$ cat config.mk
export PLATFORM = sky130hd
export DESIGN_NAME = mem_stage_flat
export DESIGN_NICKNAME = d
export VERILOG_FILES = /design/src/rtl/mem_stage_if.sv /design/src/rtl/mem_stage.sv /design/src/flat_wrapper.sv
export SDC_FILE = /design/constraint.sdc
export NUM_CORES = 1
export LEC_CHECK = 0
export CORE_ASPECT_RATIO = 1.1
export CORE_MARGIN = 8
export CORE_UTILIZATION = 40
export DETAILED_ROUTE_END_ITERATION = 7
export PLACE_DENSITY = 0.82
export SETUP_SLACK_MARGIN = 0.4
export SYNTH_ARGS = -nofsm -noshare
export SYNTH_HDL_FRONTEND = slang
export SYNTH_SLANG_ARGS = --single-unit
$ cat constraint.sdc
create_clock -name clk -period 2.45 [get_ports clk]
set_clock_uncertainty 0.15 [all_clocks]
set_input_delay 0.49 -clock clk [delete_from_list [all_inputs] [get_ports clk]]
set_output_delay 0.49 -clock clk [all_outputs]
set_load 0.05 [all_outputs]
$ cat src/rtl/mem_stage_if.sv
// Data-memory bus between the RV32I memory stage (master) and the data memory (slave).
interface mem_stage_if;
    logic        dmem_req;
    logic        dmem_we;
    logic [31:0] dmem_addr;
    logic [31:0] dmem_wdata;
    logic [3:0]  dmem_wstrb;
    logic [31:0] dmem_rdata;
    logic        dmem_ack;

    modport master (
        output dmem_req, dmem_we, dmem_addr, dmem_wdata, dmem_wstrb,
        input  dmem_rdata, dmem_ack
    );

    modport slave (
        input  dmem_req, dmem_we, dmem_addr, dmem_wdata, dmem_wstrb,
        output dmem_rdata, dmem_ack
    );
endinterface

$ cat src/rtl/mem_stage.sv
// RV32I memory-access stage: lane steering, req/ack handshake with timeout, MEM/WB register.
// Optional misaligned-access trapping is enabled by defining MEM_MISALIGN_CHECK_EN.
module mem_stage #(
    parameter int unsigned ACK_TIMEOUT = 255
) (
    input  logic        clk,
    input  logic        rst_n,
    input  logic        rd_write_enable,
    input  logic [4:0]  rd_write_addr,
    input  logic [1:0]  res_src,
    input  logic        mem_write_enable,
    input  logic [2:0]  mem_width_in,
    input  logic [31:0] exec_out,
    input  logic [31:0] mem_write_data,
    input  logic [31:0] next_pc_in,
    mem_stage_if.master dmem,
    output logic        stall,
    output logic        rd_write_enable_out,
    output logic [4:0]  rd_write_addr_out,
    output logic [31:0] wb_data_out,
    output logic        bus_error_out
);

    typedef enum logic {IDLE, WAIT} state_t;

    localparam logic [15:0] LAST_COUNT = 16'(ACK_TIMEOUT - 1);

    state_t      state;
    state_t      state_next;
    logic [15:0] count;

    logic        is_store;
    logic        access;
    logic        misaligned;
    logic        issue;
    logic        timeout_hit;
    logic        misalign_err;
    logic [1:0]  a;
    logic        width_b;
    logic        width_h;
    logic [31:0] lane;
    logic [31:0] load_data;
    logic [3:0]  wstrb_lanes;

    assign a        = exec_out[1:0];
    assign is_store = mem_write_enable;
    assign access   = mem_write_enable || (res_src == 2'b01);

    // funct3[1:0] picks the width class; unlisted encodings fall into the word class
    assign width_b  = (mem_width_in[1:0] == 2'b00);
    assign width_h  = (mem_width_in[1:0] == 2'b01);

`ifdef MEM_MISALIGN_CHECK_EN
    assign misaligned = access && ((width_h && a[0]) || (!width_b && !width_h && (a != 2'b00)));
`else
    assign misaligned = 1'b0;
`endif

    assign issue        = access && !misaligned;
    assign misalign_err = (state == IDLE) && access && misaligned;
    assign timeout_hit  = (state == WAIT) && (count == LAST_COUNT) && !dmem.dmem_ack;

    assign dmem.dmem_req  = ((state == IDLE) && issue) || (state == WAIT);
    assign dmem.dmem_we   = mem_write_enable;
    assign dmem.dmem_addr = {exec_out[31:2], 2'b00};
    assign dmem.dmem_wstrb = is_store ? wstrb_lanes : 4'b0000;

    assign stall = dmem.dmem_req && !dmem.dmem_ack && !timeout_hit;

    always_comb begin
        dmem.dmem_wdata = mem_write_data;
        wstrb_lanes     = 4'b1111;
        if (width_b) begin
            dmem.dmem_wdata = {4{mem_write_data[7:0]}};
            wstrb_lanes     = 4'b0001 << a;
        end else if (width_h) begin
            dmem.dmem_wdata = {2{mem_write_data[15:0]}};
            wstrb_lanes     = 4'b0011 << {a[1], 1'b0};
        end
    end

    // funct3[2] set means the unsigned variant, so it suppresses sign extension
    assign lane = dmem.dmem_rdata >> {a, 3'b000};

    always_comb begin
        load_data = lane;
        if (width_b) begin
            load_data = {{24{lane[7] & ~mem_width_in[2]}}, lane[7:0]};
        end else if (width_h) begin
            load_data = {{16{lane[15] & ~mem_width_in[2]}}, lane[15:0]};
        end
    end

    always_ff @(posedge clk or negedge rst_n) begin
        if (!rst_n) begin
            state <= IDLE;
        end else begin
            state <= state_next;
        end
    end

    always_comb begin
        state_next = state;
        case (state)
            IDLE:    if (issue && !dmem.dmem_ack) state_next = WAIT;
            WAIT:    if (dmem.dmem_ack || timeout_hit) state_next = IDLE;
            default: state_next = IDLE;
        endcase
    end

    always_ff @(posedge clk or negedge rst_n) begin
        if (!rst_n) begin
            count <= '0;
        end else if ((state == WAIT) && !dmem.dmem_ack && !timeout_hit) begin
            count <= count + 16'd1;
        end else begin
            count <= '0;
        end
    end

    // A completed access never reaches the final branch, so res_src==01 needs no case there
    always_ff @(posedge clk or negedge rst_n) begin
        if (!rst_n) begin
            rd_write_enable_out <= 1'b0;
            rd_write_addr_out   <= '0;
            wb_data_out         <= '0;
            bus_error_out       <= 1'b0;
        end else begin
            bus_error_out <= 1'b0;
            if (stall) begin
                rd_write_enable_out <= 1'b0;
            end else if (timeout_hit || misalign_err) begin
                rd_write_enable_out <= 1'b0;
                bus_error_out       <= 1'b1;
            end else if (dmem.dmem_req) begin
                rd_write_enable_out <= rd_write_enable && !is_store;
                rd_write_addr_out   <= rd_write_addr;
                wb_data_out         <= is_store ? exec_out : load_data;
            end else begin
                rd_write_enable_out <= rd_write_enable;
                rd_write_addr_out   <= rd_write_addr;
                wb_data_out         <= (res_src == 2'b10) ? next_pc_in : exec_out;
            end
        end
    end

endmodule

$ cat src/flat_wrapper.sv
// flat-port wrapper written by rule: the top's interface ports become plain ports
module mem_stage_flat 
#(
    parameter int unsigned ACK_TIMEOUT = 255
)
  (clk, rst_n, rd_write_enable, rd_write_addr, res_src, mem_write_enable, mem_width_in, exec_out, mem_write_data, next_pc_in, stall, rd_write_enable_out, rd_write_addr_out, wb_data_out, bus_error_out, dmem_dmem_req, dmem_dmem_we, dmem_dmem_addr, dmem_dmem_wdata, dmem_dmem_wstrb, dmem_dmem_rdata, dmem_dmem_ack);
  mem_stage_if dmem_i ();
  input  logic clk;
  input  logic rst_n;
  input  logic rd_write_enable;
  input  logic [4:0] rd_write_addr;
  input  logic [1:0] res_src;
  input  logic mem_write_enable;
  input  logic [2:0] mem_width_in;
  input  logic [31:0] exec_out;
  input  logic [31:0] mem_write_data;
  input  logic [31:0] next_pc_in;
  output logic stall;
  output logic rd_write_enable_out;
  output logic [4:0] rd_write_addr_out;
  output logic [31:0] wb_data_out;
  output logic bus_error_out;
  output wire logic [$bits(dmem_i.dmem_req)-1:0] dmem_dmem_req;
  output wire logic [$bits(dmem_i.dmem_we)-1:0] dmem_dmem_we;
  output wire logic [$bits(dmem_i.dmem_addr)-1:0] dmem_dmem_addr;
  output wire logic [$bits(dmem_i.dmem_wdata)-1:0] dmem_dmem_wdata;
  output wire logic [$bits(dmem_i.dmem_wstrb)-1:0] dmem_dmem_wstrb;
  input wire logic [$bits(dmem_i.dmem_rdata)-1:0] dmem_dmem_rdata;
  input wire logic [$bits(dmem_i.dmem_ack)-1:0] dmem_dmem_ack;
  assign dmem_dmem_req = dmem_i.dmem_req;
  assign dmem_dmem_we = dmem_i.dmem_we;
  assign dmem_dmem_addr = dmem_i.dmem_addr;
  assign dmem_dmem_wdata = dmem_i.dmem_wdata;
  assign dmem_dmem_wstrb = dmem_i.dmem_wstrb;
  assign dmem_i.dmem_rdata = dmem_dmem_rdata;
  assign dmem_i.dmem_ack = dmem_dmem_ack;
  mem_stage #(.ACK_TIMEOUT(ACK_TIMEOUT)) u_core (.clk(clk), .rst_n(rst_n), .rd_write_enable(rd_write_enable), .rd_write_addr(rd_write_addr), .res_src(res_src), .mem_write_enable(mem_write_enable), .mem_width_in(mem_width_in), .exec_out(exec_out), .mem_write_data(mem_write_data), .next_pc_in(next_pc_in), .dmem(dmem_i), .stall(stall), .rd_write_enable_out(rd_write_enable_out), .rd_write_addr_out(rd_write_addr_out), .wb_data_out(wb_data_out), .bus_error_out(bus_error_out));
endmodule
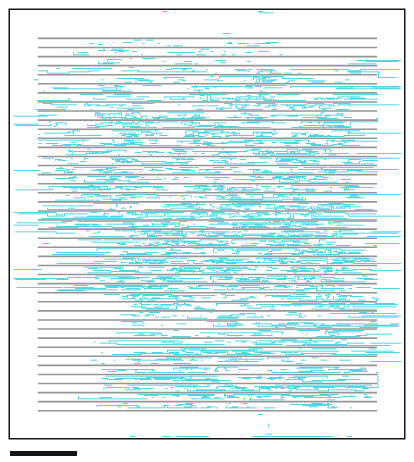
**Above:** run 1 (metal 1).
Scale bar: 20 µm. Supply wires on this layer in grey.
nets with wire on the layer: 811
longest straight run: 42.3 µm
share of all routed wire: 37%

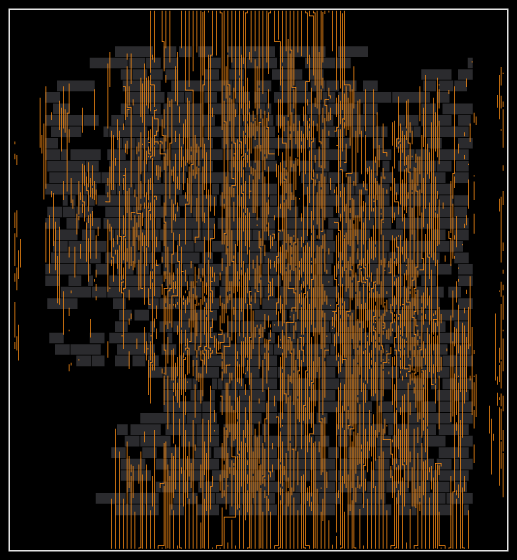
**Above:** run 1 (met2 routing).
nets with wire on the layer: 836
longest straight run: 46.2 µm
main direction: vertical
total number of vias: 5440
met2 Use GR: 46.9%
final WL: 21600 µm

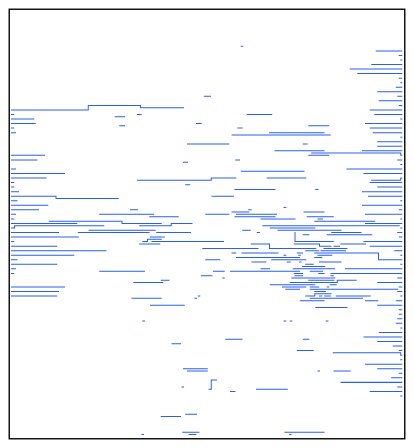
**Above:** run 1 (signal wires on met3).
nets with wire on the layer: 195
wire length on this layer: 1890 µm
share of all routed wire: 8.8%
longest straight run: 40.9 µm
main direction: horizontal

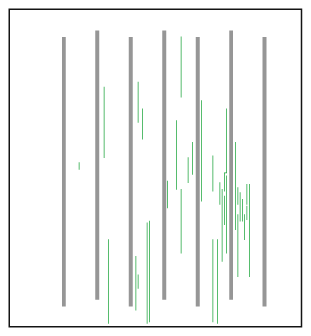
**Above:** run 1 (met4 routing).
Supply wires on this layer in grey.
wire length on this layer: 701 µm
nets with wire on the layer: 30
longest straight run: 40.8 µm

run 1: Yosys cell counts, types with 2 or more instances:
cell and instances:
dfrtp_1 56, nand2_1 54, buf_4 44, nor2_1 30, mux2i_1 28, nand3_1 28, clkbuf_1 26, a21oi_1 22
mux2_1 22, o21ai_1 18, a221oi_1 15, o221ai_1 15, mux2_2 14, nand2b_1 10, o21ai_0 10, xnor2_1 10
and3_1 9, nor2b_1 9, o311a_1 9, a311o_1 8, o311ai_1 8, inv_1 7, o31a_1 7, buf_2 6
a211oi_1 5, nor3_1 5, xor2_1 5, buf_1 4, nand4_1 4, nor4_1 4, buf_6 2, ha_1 2
inv_2 2, nand3b_1 2, or2_2 2
==> notes.md, run 1 <==
The full implementation flow was run.

The flow ran to the end, and the final reports show no timing, DRC or antenna violations. The combinational share of cell area stands at 36.3%. The peak supply drop stands at 0.000329 V.

For reference, the placement row count at floorplan is 41. The number of register bits inferred by synthesis stands at about 56. The data required time reported for the critical path is 1.81 ns. Entering global routing, the biggest net connects between 50 and 60 pins. All stages included, the depth of the critical timing path comes to 6. For reference, XOR and XNOR gates occupy 2.87% of the area reported after synthesis. The cell area reported after detailed placement stands at 7770 µm². For reference, the final report shows the hold violation count at 0.

The met3 wirelength from detailed routing stands at 1890 µm. The clock network latency to the later pin of the worst-skew pair stands at roughly 0.3 ns. Subtracting the final worst setup slack from the clock period gives 2.39 ns. In this build the clock could be raised as far as 419 MHz. The cell sitting at the root of the clock tree is a clkbuf_16. The register area stands at 1400 µm². Per the synth stats, the flop cell with the highest instance count is dfrtp_1. Per STA, the startpoint of the critical path is u_core.count[0]. The non-clock inverters instantiated in the layout total 9.
==> run 2, diff against run 1 <==
- CORE_MARGIN: 8 -> default
- SKIP_LAST_GASP: default -> 1
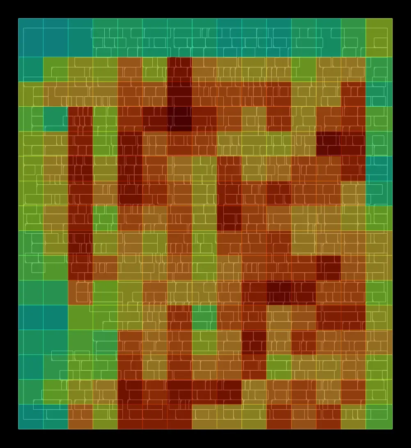
**Above:** run 2 (routing congestion map).
Layout Utilization: 77.1%
post-detailed-route wirelength per cell: 21.5 µm
Top Usage Layer GRT: met2
GR met3 Demand/Resource: 8.31%

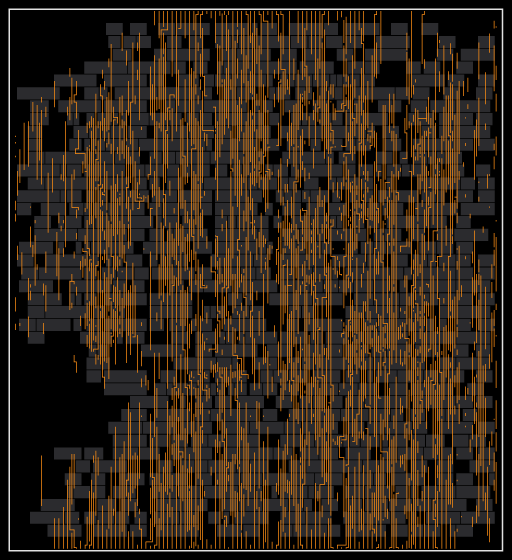
**Above:** run 2 (met2 routing).
nets with wire on the layer: 847
longest straight run: 46.9 µm
met2 Use GR: 55.1%
final WL: 19800 µm

==> run 2 against run 1 <==
Net effect:
- fmax hardly changed
- critical path depth is 3 lower
- clock power is 4.0% lower
- area after synthesis stayed put
- die area is 21% lower
- worst hold slack better by 0.32 ns
- register-to-register slack better by 0.02 ns
- global-route usage is 5.8 points higher
- critical endpoint unchanged
==> notes.md, run 2 <==
The full implementation flow was run.

The run finished with clean final reports. The minimum clock period is 2.39 ns (-0.000462 ns). The number of I/O pins stands at 253. The maximum frequency from static timing analysis stands at 419 MHz (about the same). The number of register bits inferred by synthesis came to 56 (unchanged).

The power density normalized to cell area stands at between 400 and 500 nW/µm². The peak supply drop was 0.000362 V (+9.9%). The number of different library cells used by synthesis comes to 55. The cell area reported after detailed placement came to 7700 µm² (-0.89%). The required arrival time at the worst endpoint came to 1.81 ns (about the same). By count the netlist is led by dfrtp_1 (56), nand2_1 (54), buf_4 (44). The tree is rooted in a clkbuf_16. At the pin with the least slew margin, the transition time is 0.663 ns. The tally of filler cells in the layout stands at 698. The register area stands at 1400 µm² (about the same). For reference, the critical path is launched at u_core.count[10]. The maximum number of pins on one net before global-route repair is 39 (-32%). The final count of hold timing violations stands at 0 (unchanged). The total number of vias is 5398 (-0.77%). The number of rows in the core area was 40 (-2.4%). The number of standard cells after synthesis stands at 522.

The cell depth of the worst setup path came to 3 (-3). Yosys instantiated no cell more often than dfrtp_1. Per the STA report, the cell with the highest stage delay on the worst path is or4_4.

Looking at the cell usage after synthesis, the top flip-flop cell is dfrtp_1. The post-synthesis share of cell area spent on xor and xnor gates came to 2.87% (unchanged). The routed design shows a via density per instance of 5.84.
-- run 2: routing by layer --
metal | wire length [µm] | track usage (%)
met1 | 7200 | 36.5
met2 | 9920 | 55.1
met3 | 1750 | 8.31
met4 | 949 | 16.3
met5 | 0 | 0
-- run 2: area by class of cell --
type / count / area share [%]
diodes: 2 / 0.0589
clock buffers: 5 / 1.47
clock inverters: 3 / 0.265
inverters: 9 / 0.589
multi-input cells: 376 / 35.7
flip-flops and latches: 56 / 16.5
well taps: 147 / 2.17
repair buffers: 325 / 43.1
repair inverters: 1 / 0.0737
-- run 2: power breakdown --
group	internal [mW]	leakage [nW]	switching, mW
sequential	1.01	0.704	0.0519
clock	0.384	0.0742	0.358
combinational	0.841	2.89	1.17
==> run 3, diff against run 2 <==
- CTS_CLUSTER_DIAMETER: default -> 100
==> run 3 against run 2 <==
Net effect:
- cell count unchanged
- worst hold slack unchanged
- sequential share of layout area unchanged
- area after synthesis unchanged
- register-to-register slack about the same
- setup slack unchanged
- total power unchanged
- combinational power about the same
- die area unchanged
- non-clock buffer count unchanged
- sequential power about the same
- flip-flop count unchanged
- critical endpoint unchanged
- largest power group unchanged
- highest routed layer unchanged
==> notes.md, run 3 <==
The full implementation flow was run.

The average via count per standard cell is 5.84 (unchanged). The met3 wirelength from detailed routing stands at 1750 µm (unchanged). The tally of filler cells in the layout is 698 (unchanged). The total number of vias came to 5398 (unchanged). The number of standard cells after synthesis stands at 522 (unchanged).

The fraction of power spent switching nets is 41.4% (unchanged). Per the GRT log, the top usage layer is met2. The number of rows in the core area is 40 (unchanged). The cell area reported after detailed placement is 7700 µm² (unchanged). The proportion of power drawn by the clock network was 19.4% (about the same). The number of register bits inferred by synthesis is 56 (unchanged). Looking at the critical path, the single cell with the biggest stage delay is or4_4.

The power attributed to sequential cells was 1.07 mW (about the same). CTS placed an instance of clkbuf_16 at the clock tree root. Tracing the worst setup path back leads to its startpoint at u_core.count[10]. The final core utilization is 77.1% (unchanged).

The internal portion of total power stands at 2.24 mW (unchanged). The power of the clock network was 0.742 mW (about the same). The fraction of power consumed by combinational cells stands at 52.6% (about the same). The relative contribution of sequential cells to total power came to 27.9% (about the same). The maximum frequency from static timing analysis stands at 419 MHz (unchanged). The maximum number of pins on one net before global-route repair was 39 (unchanged).

The power density normalized to cell area stands at 450 nW/µm² (unchanged). The unique cell type count in the Yosys netlist came to 55 (unchanged). The number of I/O pins stands at 253 (unchanged). The average detailed-routed wire length per instance came to 21.5 µm (unchanged). The actual slew at the worst max-slew pin was 0.663 ns (unchanged).

Per the detail_route log, the uppermost layer with routed signals is met4. The fraction of met3 tracks used by global routing stands at 8.31% (unchanged). By count the netlist is led by dfrtp_1 (56), nand2_1 (54), buf_4 (44).

The run finished with clean final reports. Among all flip-flop cells after synthesis, the most frequent one is dfrtp_1. The cell depth of the worst setup path stands at 3 (unchanged). The peak supply drop was 0.000362 V (unchanged). In the power breakdown, the biggest contributor is combinational cells. The power dissipated by switching net loads stands at 1.58 mW (unchanged).
[run 3: cells by family (layout without fill, tap and decap cells)]
family                     after synthesis  after routing  synth area share, %
and+or+nand+nor                        167            167                 17.8
AOI/OAI and AO/OA                      125            125                 21.1
buffers and inverters                   91            343                 11.6
muxes                                   65             65                 15.5
DFF                                     56             56                 30.6
xor gates and xnor gates                15             15                 2.87
adders and majority gates                2              2                0.547
other                                    1              4               0.0819
[run 3: cell type report]
type | count | area (µm²) | share of cell area, %
clock inverters | 3 | 22.5 | 0.265
multi-input cells | 376 | 3030 | 35.7
repair buffers | 325 | 3660 | 43.1
flip-flops and latches | 56 | 1400 | 16.5
well taps | 147 | 184 | 2.17
clock buffers | 5 | 125 | 1.47
inverters | 9 | 50.0 | 0.589
repair inverters | 1 | 6.26 | 0.0737
diodes | 2 | 5.00 | 0.0589
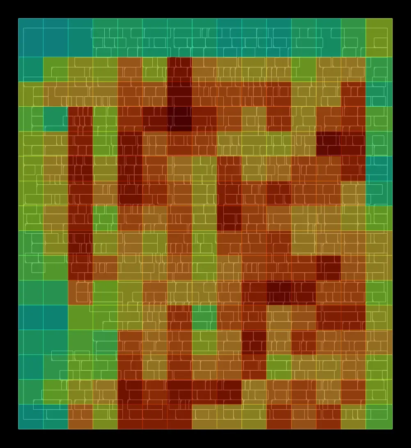
**Above:** run 3 (routing congestion map).
global-route usage over all layers: 31.8%
Global Route met1 Usage: 36.5%

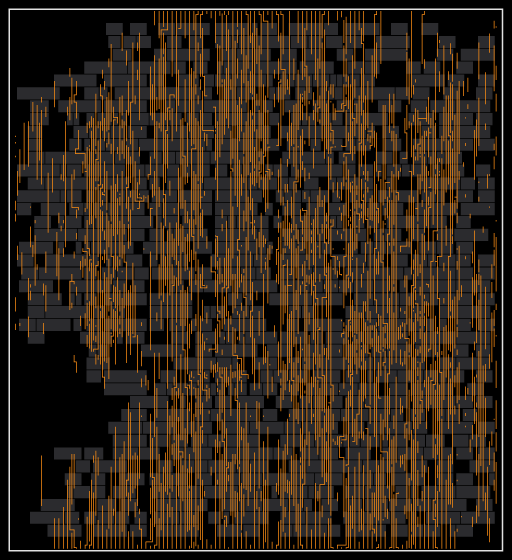
**Above:** run 3 (met2 routing).
longest straight run: 46.9 µm
share of all routed wire: 50%
main direction: vertical
nets with wire on the layer: 847
wire length on this layer: 9920 µm

Power and IR drop assume default switching activity.
